--- src/rtl/mem_ctrl_pkg.sv ---
// Shared definitions for the memory controller: bus widths, the default I/O
// window base, arbiter state encoding and read-owner tag encoding.
package mem_ctrl_pkg;
    localparam int ADDR_W = 32;
    localparam int BYTE_W = 8;
    localparam logic [ADDR_W-1:0] IO_BASE_DEF = 32'h0003_0000;

    typedef enum logic [1:0] {SRV_IDLE, SRV_IF, SRV_MA, SRV_TURN} srv_state_e;
    typedef enum logic [1:0] {TAG_NONE, TAG_IF, TAG_MA} rd_tag_e;
endpackage

--- src/rtl/mem_ctrl_if.sv ---
// Bundle of the fetch port, data port, RAM and I/O signals of mem_ctrl.
// slave = controller side, master = the surrounding system / testbench.
interface mem_ctrl_if #(parameter int RAM_AW = 17) ();
    import mem_ctrl_pkg::*;

    logic [ADDR_W-1:0] if_addr_in;
    logic              if_ce_in;
    logic [BYTE_W-1:0] if_data_out;
    logic              if_stall_out;
    logic [ADDR_W-1:0] ma_addr_in;
    logic [BYTE_W-1:0] ma_data_in;
    logic              ma_rw_in;
    logic              ma_ce_in;
    logic [BYTE_W-1:0] ma_data_out;
    logic [RAM_AW-1:0] ram_addr_out;
    logic [BYTE_W-1:0] ram_data_out;
    logic              ram_we_out;
    logic [BYTE_W-1:0] ram_data_in;
    logic [BYTE_W-1:0] io_data_out;
    logic              io_valid_out;

    modport slave (
        input  if_addr_in, if_ce_in, ma_addr_in, ma_data_in, ma_rw_in, ma_ce_in, ram_data_in,
        output if_data_out, if_stall_out, ma_data_out, ram_addr_out, ram_data_out, ram_we_out,
               io_data_out, io_valid_out
    );

    modport master (
        output if_addr_in, if_ce_in, ma_addr_in, ma_data_in, ma_rw_in, ma_ce_in, ram_data_in,
        input  if_data_out, if_stall_out, ma_data_out, ram_addr_out, ram_data_out, ram_we_out,
               io_data_out, io_valid_out
    );
endinterface

--- src/rtl/mem_ctrl_arb.sv ---
// Arbiter between the fetch and data ports: service FSM plus the combinational
// RAM owner select (data port preempts in the same cycle).
module mem_ctrl_arb
    import mem_ctrl_pkg::*;
(
    input  logic       clk,
    input  logic       rst,
    input  logic       if_ce,
    input  logic       ma_ce,
    output srv_state_e state_q,
    output rd_tag_e    owner
);
    srv_state_e state_d;

    always_comb begin
        state_d = SRV_IDLE;
        if (rst)
            state_d = SRV_IDLE;
        else if (ma_ce)
            state_d = SRV_MA;
        else if (state_q == SRV_MA)
            state_d = SRV_TURN;
        else if (if_ce)
            state_d = SRV_IF;
    end

    always_ff @(posedge clk) begin
        state_q <= state_d;
    end

    // The turnaround cycle gives the fetch port no slot, so a late MA byte
    // can never be taken as fetch data.
    always_comb begin
        owner = TAG_NONE;
        if (ma_ce)
            owner = TAG_MA;
        else if (if_ce && state_q != SRV_TURN)
            owner = TAG_IF;
    end
endmodule

--- src/rtl/mem_ctrl.sv ---
// Byte-wide memory controller sharing one synchronous RAM between instruction
// fetch and data access. Define MEM_CTRL_IO_EN to decode writes >= IO_BASE to I/O.
module mem_ctrl
    import mem_ctrl_pkg::*;
#(
    parameter int                RAM_AW  = 17,
    parameter logic [ADDR_W-1:0] IO_BASE = IO_BASE_DEF
) (
    input  logic       clk,
    input  logic       rst,
    mem_ctrl_if.slave  bus
);
`ifdef MEM_CTRL_IO_EN
    localparam bit IO_EN = 1'b1;
`else
    localparam bit IO_EN = 1'b0;
`endif

    srv_state_e        state_q;
    rd_tag_e           owner;
    rd_tag_e           rd_tag_d, rd_tag_q;
    logic [BYTE_W-1:0] if_hold_d, if_hold_q;
    logic [BYTE_W-1:0] ma_hold_d, ma_hold_q;
    logic [RAM_AW-1:0] ram_addr;
    logic              ma_wr, ma_io;

    mem_ctrl_arb u_arb (
        .clk     (clk),
        .rst     (rst),
        .if_ce   (bus.if_ce_in),
        .ma_ce   (bus.ma_ce_in),
        .state_q (state_q),
        .owner   (owner)
    );

    assign ma_wr = bus.ma_ce_in & bus.ma_rw_in;
    assign ma_io = IO_EN && (bus.ma_addr_in >= IO_BASE);

    always_comb begin
        ram_addr = '0;
        case (owner)
            TAG_MA:  ram_addr = bus.ma_addr_in[RAM_AW-1:0];
            TAG_IF:  ram_addr = bus.if_addr_in[RAM_AW-1:0];
            default: ram_addr = '0;
        endcase
    end

    assign bus.ram_addr_out = ram_addr;
    assign bus.ram_data_out = bus.ma_data_in;
    assign bus.ram_we_out   = ma_wr & ~ma_io & ~rst;

    // Writes issue no read, so they leave no tag behind.
    always_comb begin
        rd_tag_d = TAG_NONE;
        if (!rst) begin
            if (owner == TAG_IF)
                rd_tag_d = TAG_IF;
            else if (owner == TAG_MA && !bus.ma_rw_in)
                rd_tag_d = TAG_MA;
        end
        if_hold_d = (rd_tag_q == TAG_IF) ? bus.ram_data_in : if_hold_q;
        ma_hold_d = (rd_tag_q == TAG_MA) ? bus.ram_data_in : ma_hold_q;
        if (rst) begin
            if_hold_d = '0;
            ma_hold_d = '0;
        end
    end

    always_ff @(posedge clk) begin
        rd_tag_q  <= rd_tag_d;
        if_hold_q <= if_hold_d;
        ma_hold_q <= ma_hold_d;
    end

    assign bus.if_data_out  = (rd_tag_q == TAG_IF) ? bus.ram_data_in : if_hold_q;
    assign bus.ma_data_out  = (rd_tag_q == TAG_MA) ? bus.ram_data_in : ma_hold_q;
    assign bus.if_stall_out = ~rst & bus.if_ce_in &
                              (bus.ma_ce_in | (state_q == SRV_TURN) | (rd_tag_q != TAG_IF));

`ifdef MEM_CTRL_IO_EN
    logic [BYTE_W-1:0] io_data_d, io_data_q;
    logic              io_valid_d, io_valid_q;

    always_comb begin
        io_valid_d = ~rst & ma_wr & ma_io;
        io_data_d  = io_valid_d ? bus.ma_data_in : io_data_q;
        if (rst)
            io_data_d = '0;
    end

    always_ff @(posedge clk) begin
        io_valid_q <= io_valid_d;
        io_data_q  <= io_data_d;
    end

    assign bus.io_valid_out = io_valid_q;
    assign bus.io_data_out  = io_data_q;
`else
    assign bus.io_valid_out = 1'b0;
    assign bus.io_data_out  = '0;
`endif
endmodule

--- src/flat_wrapper.sv ---
// flat-port wrapper written by rule: the top's interface ports become plain ports
module mem_ctrl_flat import mem_ctrl_pkg::*;
#(
    parameter int                RAM_AW  = 17,
    parameter logic [ADDR_W-1:0] IO_BASE = IO_BASE_DEF
)
  (clk, rst, bus_if_addr_in, bus_if_ce_in, bus_ma_addr_in, bus_ma_data_in, bus_ma_rw_in, bus_ma_ce_in, bus_ram_data_in, bus_if_data_out, bus_if_stall_out, bus_ma_data_out, bus_ram_addr_out, bus_ram_data_out, bus_ram_we_out, bus_io_data_out, bus_io_valid_out);
  mem_ctrl_if #(.RAM_AW(RAM_AW)) bus_i ();
  input  logic clk;
  input  logic rst;
  input wire logic [$bits(bus_i.if_addr_in)-1:0] bus_if_addr_in;
  input wire logic [$bits(bus_i.if_ce_in)-1:0] bus_if_ce_in;
  input wire logic [$bits(bus_i.ma_addr_in)-1:0] bus_ma_addr_in;
  input wire logic [$bits(bus_i.ma_data_in)-1:0] bus_ma_data_in;
  input wire logic [$bits(bus_i.ma_rw_in)-1:0] bus_ma_rw_in;
  input wire logic [$bits(bus_i.ma_ce_in)-1:0] bus_ma_ce_in;
  input wire logic [$bits(bus_i.ram_data_in)-1:0] bus_ram_data_in;
  output wire logic [$bits(bus_i.if_data_out)-1:0] bus_if_data_out;
  output wire logic [$bits(bus_i.if_stall_out)-1:0] bus_if_stall_out;
  output wire logic [$bits(bus_i.ma_data_out)-1:0] bus_ma_data_out;
  output wire logic [$bits(bus_i.ram_addr_out)-1:0] bus_ram_addr_out;
  output wire logic [$bits(bus_i.ram_data_out)-1:0] bus_ram_data_out;
  output wire logic [$bits(bus_i.ram_we_out)-1:0] bus_ram_we_out;
  output wire logic [$bits(bus_i.io_data_out)-1:0] bus_io_data_out;
  output wire logic [$bits(bus_i.io_valid_out)-1:0] bus_io_valid_out;
  assign bus_i.if_addr_in = bus_if_addr_in;
  assign bus_i.if_ce_in = bus_if_ce_in;
  assign bus_i.ma_addr_in = bus_ma_addr_in;
  assign bus_i.ma_data_in = bus_ma_data_in;
  assign bus_i.ma_rw_in = bus_ma_rw_in;
  assign bus_i.ma_ce_in = bus_ma_ce_in;
  assign bus_i.ram_data_in = bus_ram_data_in;
  assign bus_if_data_out = bus_i.if_data_out;
  assign bus_if_stall_out = bus_i.if_stall_out;
  assign bus_ma_data_out = bus_i.ma_data_out;
  assign bus_ram_addr_out = bus_i.ram_addr_out;
  assign bus_ram_data_out = bus_i.ram_data_out;
  assign bus_ram_we_out = bus_i.ram_we_out;
  assign bus_io_data_out = bus_i.io_data_out;
  assign bus_io_valid_out = bus_i.io_valid_out;
  mem_ctrl #(.RAM_AW(RAM_AW), .IO_BASE(IO_BASE)) u_core (.clk(clk), .rst(rst), .bus(bus_i));
endmodule
--- config.mk ---
export PLATFORM = sky130hd
export DESIGN_NAME = mem_ctrl_flat
export DESIGN_NICKNAME = d
export VERILOG_FILES = /design/src/rtl/mem_ctrl_pkg.sv /design/src/rtl/mem_ctrl_if.sv /design/src/rtl/mem_ctrl_arb.sv /design/src/rtl/mem_ctrl.sv /design/src/flat_wrapper.sv
export SDC_FILE = /design/constraint.sdc
export NUM_CORES = 1
export LEC_CHECK = 0
export ABC_AREA = 1
export CAP_MARGIN = 10
export CORE_MARGIN = 4
export CORE_UTILIZATION = 31
export CTS_CLUSTER_DIAMETER = 200
export CTS_CLUSTER_SIZE = 24
export DETAILED_ROUTE_END_ITERATION = 10
export GPL_TIMING_DRIVEN = 1
export PLACE_DENSITY_LB_ADDON = 0.12
export SYNTH_ARGS = -nofsm -noshare
export SYNTH_HDL_FRONTEND = slang
export SYNTH_SLANG_ARGS = --single-unit
--- constraint.sdc ---
create_clock -name clk -period 1.1 [get_ports clk]
set_input_delay 0.22 -clock clk [delete_from_list [all_inputs] [get_ports clk]]
set_output_delay 0.22 -clock clk [all_outputs]
set_load 0.1 [all_outputs]
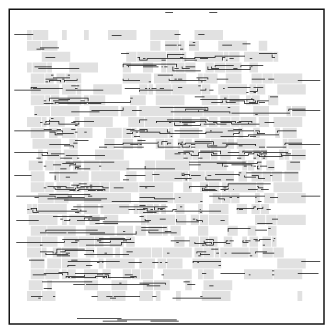
Fig. 1. Metal 1 (run 1).
(4 px per um)
wire length on this layer: 1760 um
share of all routed wire: 38%
nets with wire on the layer: 293
main direction: horizontal
longest straight run: 18.9 um

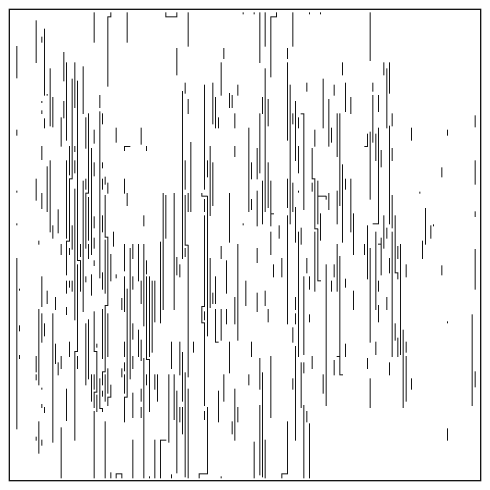
Fig. 2. The metal 2 layer (run 1).
(6 px per um)
longest straight run: 29.9 um
main direction: vertical

==> notes.md, run 1 <==
Reports from this run.

- The clock passes through at most 2 buffers.
- The run finished, with violations left.
- The first-pass iteration count of the detailed router reads 4.
- The reg-to-reg endpoint is u_core.ma_hold_q[0].
- The busiest layer in global routing reads met2.
- The number of failing setup endpoints in the final timing report reads 34.
- The checks that failed: setup timing.
- The final instance area is 3290 um^2.
- On the critical path the data arrives at 1.32 ns.
- The starting DRC count in detailed routing is 35.
- The total number of cells along the worst setup path reads 6.
- The placeable core region is 4750 um^2.
- The area of the mapped netlist reads 1530 um^2.
- The launching element type of the critical path is a flop.
- The average wire per cell in the routed design is 12.0 um.
- The final antenna diode tally reported by the flow is 0.
- The average cell area after synthesis reads 6.81 um^2.
- Listed in order, past its start point the critical path passes buf_12 -> inv_8 -> nand3_1 -> nand2_4 -> clkinvlp_4 -> buf_12.
- The main area contributors are dfxtp_1, nand2_2, inv_1.
- The y dimension of the die reads 78.3 um.
- The smallest setup slack after layout reads -0.438 ns.
- The biggest cell category by area in the final layout is non-clock buffers.
- The number of nets in the final layout is 410.
- The overall via count from detail_route is 1678.
- Power spread over the standard cell area amounts to 1040 nW/um^2.
- The time the worst path needs with I/O delays and setup is 1.54 ns.
- The count of synthesis-stage warnings from yosys reads 0.
- Counting distinct cell types in the post-synthesis netlist gives 17.
- The tally of filler cells in the layout is 381.
- Along the worst hold path, the cell count comes to 4.
- The most common logic cells in the final layout are clkdlybuf4s50_1, buf_12, nand2_4.
- The post-placement setup slack reads -0.516 ns.
- Setup repair after global routing could not meet its margin everywhere.
- The wire-length estimate of the detail-placed layout is 3.56 mm.
- The launching point of the worst reg2reg path reads u_core.rd_tag_q[0].
- The worst setup path startpoint reads u_core.rd_tag_q[0].
- The via count of the first global-routing pass reads 1672.
- The synthesized design spends more area on one cell type than any other, namely dfxtp_1.
- The met3 track utilization from global routing reads 6.88%.
- The count of hold-fix buffers inserted at cts is 0.
- The number of inverters outside the clock class in the layout is 48.
- The sequential cell count of the final layout is 20.
- The hold path endpoint is u_core.u_arb.state_q[0].
- The stage delay of the slowest cell on the critical path reads 0.36 ns.
- The insertion delay to the later sink of the worst-skew pair reads 0.26 ns.
- Nets still carrying antenna violations after routing amount to 0.
- For this block, the routed nets add up to 4.70 mm of wire.
- The area occupied by multi-input gates is 1020 um^2.
- The clock distribution area overhead in the final layout reads 1.67%.
- The final worst-path cycle share reads 140%.
- The number of signal-net buffers in the layout is 110.
- The run reported a max-capacitance violation count of 0.
- Internal power comes to 1.85 mW.
- For this run, design rule violations remaining after detail routing come to 0.
- The aggregate negative setup slack is -11.69 ns.
- The number of clock buffers in the layout reads 4.
- The count of multi-input combinational gates is 142.
- Looking at the critical path, the highest net fanout was 9.
- Of the cells placed in the final design, the portion with a size suffix greater than 1 is 53.7%.
- According to the timing report, the critical path is captured at bus_ma_data_out[6].
- The summed standard-cell area reported by yosys is 1530 um^2.
- The final clock skew reads 0.00466 ns.
- The total power of the final layout is 3.42 mW.
- The layout overhead on the synthesized area is 115%.
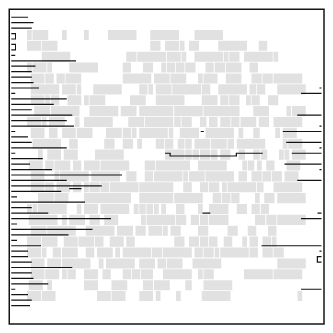
Fig. 3. Metal 3 (run 1).
(4 px per um)
longest straight run: 27.4 um
main direction: horizontal

## run 1: state kept, by name (all words and copies together) (netlist names)
| signal | count |
|---|---|
| u_core.ma_hold_q | 8 |
| u_core.u_arb.state_q | 2 |
| u_core.if_hold_q | 8 |
| u_core.rd_tag_q | 2 |
## run 1: per-layer routing
layer	vias to the layer above	wire (um)	share of wire, %
li1	855	-	-
met1	749	1760	38
met2	70	2360	50
met3	4	530	11
met4	0	43	0.92
met5	-	0	0
## run 1: kinds of logic (layout without fill, tap and decap cells)
kind of cell | count (synthesis) | in the layout | share of synthesized area (%)
other cells | 1 | 9 | 0.245
simple gates | 128 | 131 | 46.0
flops | 20 | 20 | 26.1
buf+inv | 74 | 162 | 27.0
compound gates | 2 | 2 | 0.653
==> run 1 -> run 2 <==
SLEW_MARGIN = 20   (was unset)
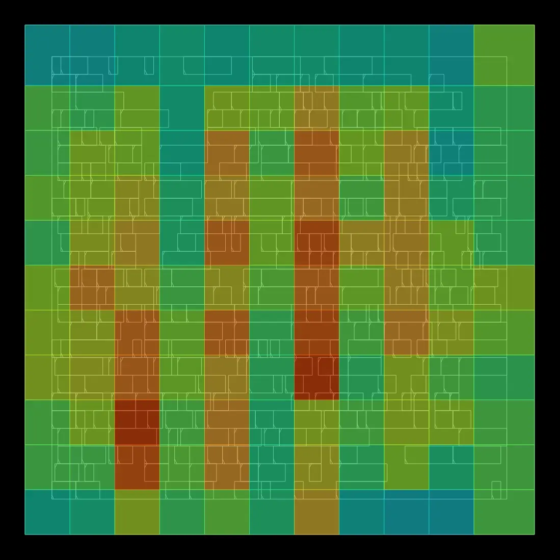
Fig. 4. Routing congestion map (run 2).
layer with the highest usage after global routing: met2
GRT met2 Usage: 28.0%
global-route met3 utilization: 6.88%

==> run 2 against run 1 <==
- the run still ends with setup timing left
- sequential cell count unchanged
- fmax unchanged
- final area unchanged
- combinational power about the same
- hold slack unchanged
- via count unchanged
- sequential power about the same
- sequential share of layout area unchanged
- clock-buffer cell count unchanged
- clock power about the same
- largest cell class unchanged
- highest routed layer unchanged
==> notes.md, run 2 <==
Reports from this run.

- The number of max-cap violations is 0 (unchanged).
- The aggregate negative setup slack came to -11.69 ns (unchanged).
- The total power of the final layout is 3.42 mW (unchanged).
- The number of failing setup endpoints in the final timing report came to 34 (unchanged).
- The share of post-route cells with drive strength above 1 is 53.7% (unchanged).
- The via count of the first global-routing pass is 1672 (unchanged).
- The arrival time reported for the critical path endpoint reads 1.32 ns (about the same).
- The reg-to-reg endpoint reads u_core.ma_hold_q[0].
- The average cell area after synthesis came to 6.81 um^2 (unchanged).
- The path with the worst hold slack has its endpoint at u_core.u_arb.state_q[0].
- The layout overhead on the synthesized area was 115% (unchanged).
- The time the worst path needs with I/O delays and setup reads 1.54 ns (unchanged).
- The stage delay of the slowest cell on the critical path is 0.36 ns (about the same).
- The checks that failed: setup timing.
- The launching element type of the critical path is a flop.
- The placeable core region is 4750 um^2 (unchanged).
- The final instance area reads 3290 um^2 (unchanged).
- The final clock skew was 0.00466 ns (unchanged).
- The power density over the cells is 1040 nW/um^2 (unchanged).
- The number of nets in the final layout reads 410 (unchanged).
- Listed in order, past its start point the critical path passes buf_12 -> inv_8 -> nand3_1 -> nand2_4 -> clkinvlp_4 -> buf_12.
- The routed length on met2 is 2.36 mm (unchanged).
- The worst setup path startpoint reads u_core.rd_tag_q[0].
- The count of synthesis-stage warnings from yosys reads 0 (unchanged).
- The maximum buffer depth of the clock tree is 2 (unchanged).
- Signal routing reaches up to met4.
- The y dimension of the die is 78.3 um (unchanged).
- Yosys attributes the largest share of cell area to dfxtp_1, nand2_2, inv_1.
- The count of distinct cell types in the synthesized netlist is 17 (unchanged).
- The area of the mapped netlist is 1530 um^2 (unchanged).
- The post-placement setup slack came to -0.516 ns (unchanged).
- The met1 wire length came to 1.76 mm (unchanged).
- The first-pass iteration count of the detailed router came to 4 (unchanged).
- The top cell types in the final layout, fill and taps aside, are clkdlybuf4s50_1, buf_12, nand2_4.
- The flow ran to the end, but the final reports show violations.
- The count of unresolved DRC violations after routing came to 0 (unchanged).
- The average wire per cell in the routed design is 12.0 um (unchanged).
- The total number of cells along the worst setup path is 6 (unchanged).
- The cell accounting for the most synthesized area reads dfxtp_1.
- The top fanout value on the critical path reads 9 (unchanged).
- The insertion delay to the later sink of the worst-skew pair was 0.26 ns (about the same).
- The smallest setup slack after layout came to -0.438 ns (unchanged).
- Setup repair after global routing could not meet its margin everywhere.
- The HPWL reported at the end of detailed placement is 3.56 mm (unchanged).
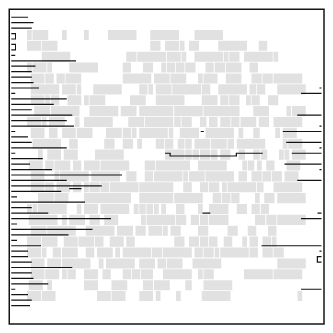
Fig. 5. Metal 3 (run 2).
(4 px per um)
wire length on this layer: 530 um
nets with wire on the layer: 71
share of all routed wire: 11%
longest straight run: 27.4 um
main direction: horizontal
total via count in the routed design: 1678
Final Routed Wirelength: 4.70 mm

[run 2: cell counts in the layout (fill, tap and decap cells not counted)]
No cell type changed its count.
[run 2: final cells by class]
| type | instances | area (um^2) | share of cell area, % |
|---|---|---|---|
| multi-input combinational | 142 | 1020 | 31.1 |
| timing repair inverter | 2 | 15.0 | 0.456 |
| timing repair buffer | 110 | 1450 | 44.0 |
| sequential | 20 | 415 | 12.6 |
| clock buffer | 4 | 55.1 | 1.67 |
| tap | 67 | 83.8 | 2.55 |
| inverter | 46 | 250 | 7.61 |
[run 2: cell families after synthesis]
logic type / count (synthesis) / synth area share, %
compound gates: 2 / 0.653
buf+inv: 74 / 27.0
flops: 20 / 26.1
other cells: 1 / 0.245
simple gates: 128 / 46.0
==> run 2 -> run 3 <==
SLEW_MARGIN = 25   (was 20)
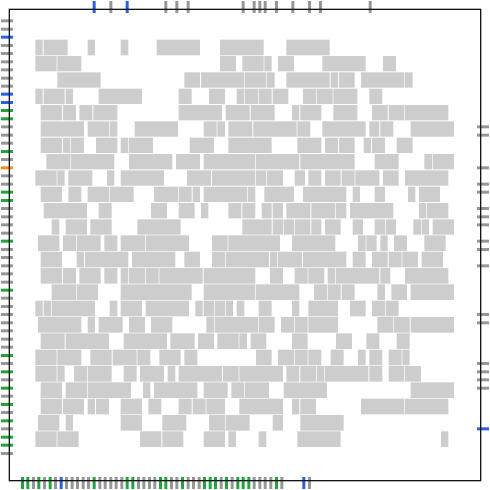
Fig. 6. Pin map (run 3).
(6 px per um) Pins as bars across the die edge, other pins in grey.
| colour | port | pins | direction | edge |
|---|---|---|---|---|
| blue | `bus_io_data_out` | 8 | output | 3 left, 2 top, 2 bottom, 1 right |
| orange | `bus_if_stall_out` | 1 | output | left |
| green | `bus_ma_addr_in` | 32 | input | 18 bottom, 14 left |
die x size: 78.3 um
Die Ht: 78.3 um
Port Buf Inserts: 81

==> run 3 against run 2 <==
- the run still ends with setup timing left
- clock-buffer cell count stayed put
- register-to-register slack about the same
- combinational power barely moved
- clock power is essentially flat
- critical path type unchanged
- critical endpoint unchanged
- largest power group unchanged
==> notes.md, run 3 <==
Reports from this run.

- The placeable core region came to 4750 um^2 (unchanged).
- The share of the yosys chip area belonging to registers is 26.1%.
- The share of post-route cells with drive strength above 1 came to 53.7% (unchanged).
- The biggest combinational cell group after synthesis reads simple AND/OR/NAND/NOR gates.
- The top fanout value on the critical path reads 9 (unchanged).
- The final instance area is 3290 um^2 (unchanged).
- Looking at area per cell type in the netlist, the leader is dfxtp_1.
- Setup repair after global routing could not meet its margin everywhere.
- The OpenROAD warning count is 59.
- The arrival time reported for the critical path endpoint is 1.32 ns (about the same).
- The total number of cells along the worst setup path reads 6 (unchanged).
- The total length of routed wires is 4.70 mm (unchanged).
- The maximum buffer depth of the clock tree is 2 (unchanged).
- The overall via count from detail_route is 1678 (unchanged).
- The count of synthesis-stage warnings from yosys is 0 (unchanged).
- The leakage power figure is 1.37 nW.
- The area of the mapped netlist is 1530 um^2 (unchanged).
- The main area contributors are dfxtp_1, nand2_2, inv_1.
- The post-synthesis share of cell area spent on and-or and or-and gates was 0.653% (unchanged).
- The hold path endpoint is u_core.u_arb.state_q[0].
- The time the worst path needs with I/O delays and setup is 1.54 ns (unchanged).
- The layout overhead on the synthesized area is 115% (unchanged).
- The share of total power dissipated in sequential elements is 23.0%.
- The total power of the final layout reads 3.42 mW (unchanged).
- The flow ran to the end, but the final reports show violations.
- The smallest setup slack after layout reads -0.438 ns (unchanged).
- The switching power summed over all nets is 1.57 mW.
- The final reports fail on setup timing.
- The area occupied by registers is 415 um^2 (unchanged).
- The average cell area after synthesis is 6.81 um^2 (unchanged).
- The HPWL reported at the end of detailed placement reads 3.56 mm (unchanged).
- The count of hold-fix buffers inserted at cts reads 0.
- The type of the worst setup path is flop to output port.
- The first-pass iteration count of the detailed router is 4 (unchanged).
- The largest registers in the layout are u_core.if_hold_q: 8 flops, u_core.ma_hold_q: 8 flops.
- The post-synthesis adder-cell area fraction reads 0% (unchanged).
- The count of library flops with an enable pin is 0.
- The signal on the critical path passes through buf_12 -> inv_8 -> nand3_1 -> nand2_4 -> clkinvlp_4 -> buf_12.
- The count of distinct cell types in the synthesized netlist was 17 (unchanged).
- The count of unresolved DRC violations after routing is 0 (unchanged).
- The number of failing setup endpoints in the final timing report is 34 (unchanged).
- The power density over the cells is 1040 nW/um^2 (unchanged).
- The via count of the first global-routing pass is 1672 (unchanged).
- The aggregate negative setup slack is -11.69 ns (unchanged).
- The combinational power share is 60.8%.
- The insertion delay to the later sink of the worst-skew pair reads 0.26 ns (about the same).
- The number of placed instances, taps included, is 378.
- The summed standard-cell area reported by yosys reads 1530 um^2.
- The average wire per cell in the routed design reads 12.0 um (unchanged).
- The number of max-cap violations reads 0 (unchanged).
- The proportion of synthesized flip-flops having asynchronous set or reset reads 0%.
- The initialized floorplan defines 25 standard-cell rows.
- The post-CTS setup buffer count is 2.
- The number of failing hold endpoints at the final stage is 0.
- The share of synthesized area spent on multiplexers is 0% (unchanged).
- The final clock skew was 0.00466 ns (unchanged).
- The area occupied by multi-input gates reads 1020 um^2 (unchanged).
- The xor-xnor portion of the synthesized cell area was 0% (unchanged).
- For the worst reg-to-reg path, the endpoint reported by OpenROAD is u_core.ma_hold_q[0].
- The post-synthesis share of cell area spent on and, or, nand and nor gates came to 46.0% (unchanged).
- The worst setup path startpoint is u_core.rd_tag_q[0].
- The post-placement setup slack is -0.516 ns (unchanged).
- In the layout the commonest cells are clkdlybuf4s50_1, buf_12, nand2_4.
- The stage delay of the slowest cell on the critical path reads 0.36 ns (about the same).
- The launching element type of the critical path reads a flop.
- The number of nets in the final layout reads 410 (unchanged).
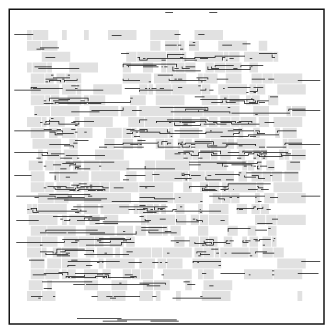
Fig. 7. Metal 1 (run 3).
(4 px per um)
longest straight run: 18.9 um
wire length on this layer: 1760 um
main direction: horizontal
nets with wire on the layer: 293
share of all routed wire: 38%
global-route track usage on met1: 15.8%

run 3: layout make-up:
cell class	count	share of cell area (%)
clock buffers	4	1.67
multi-input cells	142	31.1
inverters	46	7.61
well taps	67	2.55
repair buffers	110	44.0
flip-flops and latches	20	12.6
repair inverters	2	0.456
run 3: tightest hold or removal path: cells and delay by family:
family / cells / cell delay, ns
buffers and inverters: 2 / 0.18
AOI/OAI and AO/OA: 1 / 0.03
and+or+nand+nor: 1 / 0.06
run 3: per-layer routing:
layer / up-vias / part of all wire [%] / GRT usage (%)
li1: 855 / - / -
met1: 749 / 38 / 15.8
met2: 70 / 50 / 28.0
met3: 4 / 11 / 6.88
met4: 0 / 0.92 / 3.85
met5: - / 0 / 0
Power figures rest on the tool's default switching activity, not on a simulated workload.
